===== src/rtl/rv_pkg.sv =====
// Shared RV32/RV64 writeback definitions: load funct3 encodings, the
// writeback FSM state type and the load-decode helper functions.
package rv_pkg;

  localparam logic [2:0] F3_LB  = 3'b000;
  localparam logic [2:0] F3_LH  = 3'b001;
  localparam logic [2:0] F3_LW  = 3'b010;
  localparam logic [2:0] F3_LD  = 3'b011;
  localparam logic [2:0] F3_LBU = 3'b100;
  localparam logic [2:0] F3_LHU = 3'b101;
  localparam logic [2:0] F3_LWU = 3'b110;

  typedef enum logic [0:0] {
    IDLE = 1'b0,
    WAIT = 1'b1
  } wb_state_e;

  // Natural alignment: the access size is 2**f3[1:0] bytes.
  // Callers zero-extend narrower offsets to 3 bits.
  function automatic logic is_misaligned(input logic [2:0] f3, input logic [2:0] off);
    logic mis;
    case (f3[1:0])
      2'b00:   mis = 1'b0;
      2'b01:   mis = off[0];
      2'b10:   mis = |off[1:0];
      2'b11:   mis = |off;
      default: mis = 1'b0;
    endcase
    return mis;
  endfunction

  // 111 is never a load; LD and LWU only exist on a 64-bit datapath.
  function automatic logic is_illegal_f3(input logic [2:0] f3, input int xlen);
    logic ill;
    if (f3 == 3'b111) begin
      ill = 1'b1;
    end else if ((xlen == 32) && ((f3 == F3_LD) || (f3 == F3_LWU))) begin
      ill = 1'b1;
    end else begin
      ill = 1'b0;
    end
    return ill;
  endfunction

endpackage


===== src/rtl/load_extract.sv =====
// Combinational load-data aligner: shifts the raw memory word down by the
// byte offset and sign/zero-extends according to funct3. Also intended for
// the store-forwarding path, so it carries no state.
module load_extract
  import rv_pkg::*;
#(
  parameter int XLEN  = 32,
  parameter int OFF_W = $clog2(XLEN/8)
) (
  input  logic [XLEN-1:0]  rdata,
  input  logic [OFF_W-1:0] off,
  input  logic [2:0]       f3,
  output logic [XLEN-1:0]  val
);

  logic [XLEN-1:0] shifted;

  // Align the addressed bytes to bit 0 and apply the funct3 extension.
  always_comb begin
    shifted = rdata >> {off, 3'b000};
    case (f3)
      F3_LB:   val = XLEN'($signed(shifted[7:0]));
      F3_LH:   val = XLEN'($signed(shifted[15:0]));
      F3_LW:   val = XLEN'($signed(shifted[31:0]));
      F3_LD:   val = shifted;
      F3_LBU:  val = XLEN'(shifted[7:0]);
      F3_LHU:  val = XLEN'(shifted[15:0]);
      F3_LWU:  val = XLEN'(shifted[31:0]);
      default: val = '0;
    endcase
  end

endmodule


===== src/rtl/wb_load_unit.sv =====
// Writeback / load-return stage. Retires ALU results with one cycle of
// latency, and for loads stalls the pipeline until the memory response,
// a bus error or a response timeout. All outputs are registered.
module wb_load_unit
  import rv_pkg::*;
#(
  parameter int  XLEN    = 32,
  parameter int  REG_AW  = 5,
  parameter int  TIMEOUT = 16,
  localparam int OFF_W   = $clog2(XLEN/8)
) (
  input  logic              clk,
  input  logic              rst,
  input  logic              ex_valid,
  output logic              ex_ready,
  input  logic              ex_load,
  input  logic              ex_reg_w_en,
  input  logic [REG_AW-1:0] ex_rd,
  input  logic [2:0]        ex_f3,
  input  logic [OFF_W-1:0]  ex_off,
  input  logic [XLEN-1:0]   ex_alu_result,
  input  logic              mem_rvalid,
  input  logic [XLEN-1:0]   mem_rdata,
  input  logic              mem_err,
  output logic              wb_en,
  output logic [REG_AW-1:0] wb_reg,
  output logic [XLEN-1:0]   wb_val,
  output logic              load_fault,
  output logic              load_timeout
);

  localparam int CNT_W = $clog2(TIMEOUT);
  localparam logic [CNT_W-1:0] CNT_LAST = CNT_W'(TIMEOUT - 1);
  localparam logic [CNT_W-1:0] CNT_ONE  = CNT_W'(1);

  wb_state_e         state_q;
  logic [CNT_W-1:0]  cnt_q;
  logic [REG_AW-1:0] rd_q;
  logic [2:0]        f3_q;
  logic [OFF_W-1:0]  off_q;
  logic              ready_q;
  logic              wb_en_q;
  logic [REG_AW-1:0] wb_reg_q;
  logic [XLEN-1:0]   wb_val_q;
  logic              fault_q;
  logic              timeout_q;

  logic              load_bad;
  logic [XLEN-1:0]   ext_val;

  // Decode of the offered load, evaluated at acceptance.
  assign load_bad = is_illegal_f3(ex_f3, XLEN) || is_misaligned(ex_f3, 3'(ex_off));

  load_extract #(
    .XLEN  (XLEN),
    .OFF_W (OFF_W)
  ) u_extract (
    .rdata (mem_rdata),
    .off   (off_q),
    .f3    (f3_q),
    .val   (ext_val)
  );

  // Writeback FSM: acceptance, load wait/timeout and registered outputs.
  always_ff @(posedge clk or negedge rst) begin
    if (!rst) begin
      state_q   <= IDLE;
      cnt_q     <= '0;
      rd_q      <= '0;
      f3_q      <= 3'b000;
      off_q     <= '0;
      ready_q   <= 1'b0;
      wb_en_q   <= 1'b0;
      wb_reg_q  <= '0;
      wb_val_q  <= '0;
      fault_q   <= 1'b0;
      timeout_q <= 1'b0;
    end else begin
      // Strobes are single-cycle; wb_reg/wb_val hold unless rewritten.
      wb_en_q   <= 1'b0;
      fault_q   <= 1'b0;
      timeout_q <= 1'b0;
      case (state_q)
        IDLE: begin
          ready_q <= 1'b1;
          if (ex_valid && ready_q) begin
            if (ex_load) begin
              if (load_bad) begin
                fault_q <= 1'b1;
              end else begin
                rd_q    <= ex_rd;
                f3_q    <= ex_f3;
                off_q   <= ex_off;
                cnt_q   <= '0;
                state_q <= WAIT;
                ready_q <= 1'b0;
              end
            end else if (ex_reg_w_en) begin
              // x0 is never written but the address/data still track.
              wb_en_q  <= (ex_rd != '0);
              wb_reg_q <= ex_rd;
              wb_val_q <= ex_alu_result;
            end else begin
              wb_en_q <= 1'b0;
            end
          end else begin
            wb_en_q <= 1'b0;
          end
        end
        WAIT: begin
          if (mem_rvalid) begin
            // A response in the expiring cycle still wins over the timeout.
            state_q <= IDLE;
            ready_q <= 1'b1;
            cnt_q   <= '0;
            if (mem_err) begin
              fault_q <= 1'b1;
            end else begin
              wb_en_q  <= (rd_q != '0);
              wb_reg_q <= rd_q;
              wb_val_q <= ext_val;
            end
          end else if (cnt_q == CNT_LAST) begin
            timeout_q <= 1'b1;
            state_q   <= IDLE;
            ready_q   <= 1'b1;
            cnt_q     <= '0;
          end else begin
            cnt_q <= cnt_q + CNT_ONE;
          end
        end
        default: begin
          state_q <= IDLE;
          ready_q <= 1'b1;
          cnt_q   <= '0;
        end
      endcase
    end
  end

  assign ex_ready     = ready_q;
  assign wb_en        = wb_en_q;
  assign wb_reg       = wb_reg_q;
  assign wb_val       = wb_val_q;
  assign load_fault   = fault_q;
  assign load_timeout = timeout_q;

endmodule

===== config.mk =====
export PLATFORM = sky130hd
export DESIGN_NAME = wb_load_unit
export DESIGN_NICKNAME = d
export VERILOG_FILES = /design/src/rtl/rv_pkg.sv /design/src/rtl/load_extract.sv /design/src/rtl/wb_load_unit.sv
export SDC_FILE = /design/constraint.sdc
export NUM_CORES = 1
export LEC_CHECK = 0
export CAP_MARGIN = 20
export CORE_MARGIN = 5
export CORE_UTILIZATION = 45
export DETAILED_ROUTE_END_ITERATION = 8
export GPL_ROUTABILITY_DRIVEN = 0
export PLACE_DENSITY_LB_ADDON = 0.3
export RECOVER_POWER = 25
export SLEW_MARGIN = 20
export SYNTH_ARGS = -nofsm -noshare
export SYNTH_HDL_FRONTEND = slang
export SYNTH_HIERARCHICAL = 1
export SYNTH_SLANG_ARGS = --single-unit

===== constraint.sdc =====
create_clock -name clk -period 2 [get_ports clk]
set_input_delay 0.6 -clock clk [delete_from_list [all_inputs] [get_ports clk]]
set_output_delay 0.6 -clock clk [all_outputs]
set_load 0.02 [all_outputs]

==> images/power_grid.png <==
The bar under the picture is 20 um long. Pins as bars on the die edge.
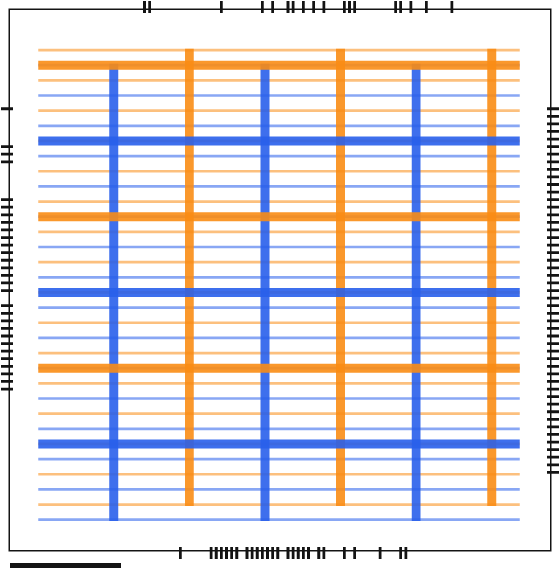
- VDD: orange
- VSS: blue
- met5 straps: 6
- met1 rails: 32
- met4 straps: 6
Die Y: 96.95 um
width of the die: 96.95 um
Max VDD drop: 0.0004815 V
area of the core: 7292 um^2

==> images/placement_by_type.png <==
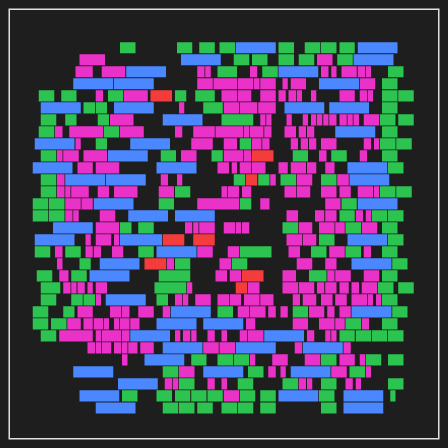
- clock drivers and dummy loads: red (cells 8; share of their area 2.0%)
- sequential cells: blue (cells 56; share of their area 29%)
- remaining buffers and delay cells: green (cells 143; share of their area 30%)
- combinational and other logic: magenta (cells 259; share of their area 39%)

==> images/clk_routes.png <==
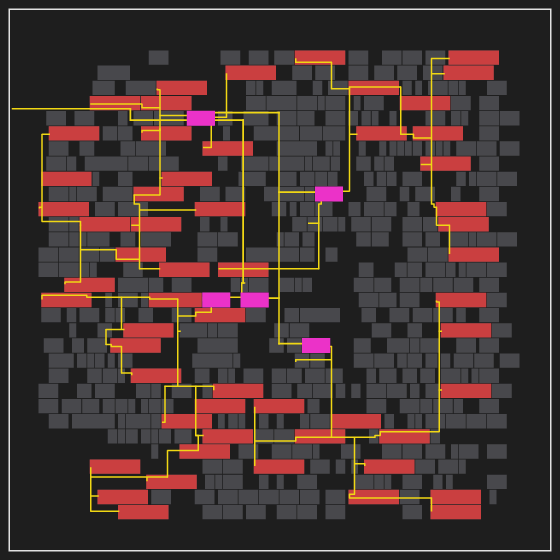
- clock drivers: magenta (count 5)
- clock wires: yellow (length 724 um)
- flip-flops: red (count 56)
- routed clock nets: 6
Clock net power: 670 uW
clock power share: 14.4%
worst skew pair latency: 0.31 ns
clk_skew: 0.002422 ns

==> impl_metrics.json <==
{
  "status": "finished clean",
  "drive_gt1_share_pct": 10.73,
  "cp_slowest_cell": "clkdlybuf4s50_1",
  "ff_type": "dfrtp_1",
  "taps": 99,
  "p_seq_share_pct": 35.7,
  "syn_avg_cell_area_um2": 10.07,
  "clock_buffers": 6,
  "worst_slew_pin_slew_ns": 1.202,
  "grt_use_met3_pct": 6.547,
  "chipArea_um2": 9399,
  "synthTopCellsByArea": "dfrtp_1 41%, mux2i_1 16%, nand2_1 6.0%",
  "xor_share_pct": 0.5149,
  "tool_warnings": 26,
  "synthToLayoutAreaGrowth_pct": 44.58,
  "ys_ff": 56,
  "wl_met1_um": 4156,
  "cp_max_fo": 2,
  "comb_power_mw": 2.32,
  "hold_path_depth": 2,
  "use_met1_pct": 25.91,
  "rr_startpoint": "off_q[0]",
  "finalCriticalPeriod_ns": 1.924,
  "fmax_mhz": 519.6,
  "power_density_nw_per_um2": 946.4,
  "buffer_area_share_pct": 29.15,
  "hp-class": "register to register",
  "p_leak_nw": 2.118,
  "cp.depth": 1,
  "hpwl_um": 7475,
  "required_ns": 1.40,
  "numCtsBuffers": 5,
  "nFillCells": 599,
  "track_usage_pct": 20.62,
  "rows": 31,
  "worstPathArrival_ns": 1.32,
  "cts_tree": "yes",
  "cp-endpoint": "wb_val[29]",
  "drcViolationCount": 0,
  "finalPower_mw": 4.655,
  "seqCellArea_um2": 1403,
  "ff2ff_setup_slack_ns": 0.12,
  "vias": 3039,
  "synth_nets": 420,
  "synth-edff-count": 0,
  "comb.multi_input.count": 259,
  "hp-start": "wb_val[10]",
  "buffers": 143,
  "slew_headroom_pct": 19.87,
  "nNonClkInverters": 0,
  "postCtsSetupRepairBufs": 0,
  "yosys_cells": 338,
  "top_power_group": "combinational logic",
  "busiest_layer": "met2",
  "wirelength_um": 9677,
  "comb_share_pct": 37.83,
  "finalClockPeriodUsage_pct": 96.22,
  "top_area_cell": "dfrtp_1",
  "vias_per_cell": 5.379,
  "lay_top_count": "clkdlybuf4s50_1",
  "drt-pass1-iter-count": 4,
  "cts.reportedPaths.clkPinSlew_ns": 0.10,
  "port_buffers": 121,
  "place_area_um2": 4786,
  "pre_cts_slack_ns": -0.3572,
  "drv_slew": 0,
  "wl_per_cell_um": 17.13,
  "antenna_cells": 0,
  "dr_wl_met3_um": 828,
  "end_kind": "primary output",
  "logic_family": "multiplexers",
  "num_io_pins": 122,
  "crit_start": "wb_val[29]",
  "fp_util_pct": 46.65,
  "path_cells": "clkdlybuf4s50_1",
  "cap_violations": 0,
  "mi_logic_area_um2": 1861,
  "ys_sh_simple_pct": 13.13,
  "p_seq_mw": 1.66,
  "cts_sinks": 56
}
Power figures rest on the tool's default switching activity, not on a simulated workload.
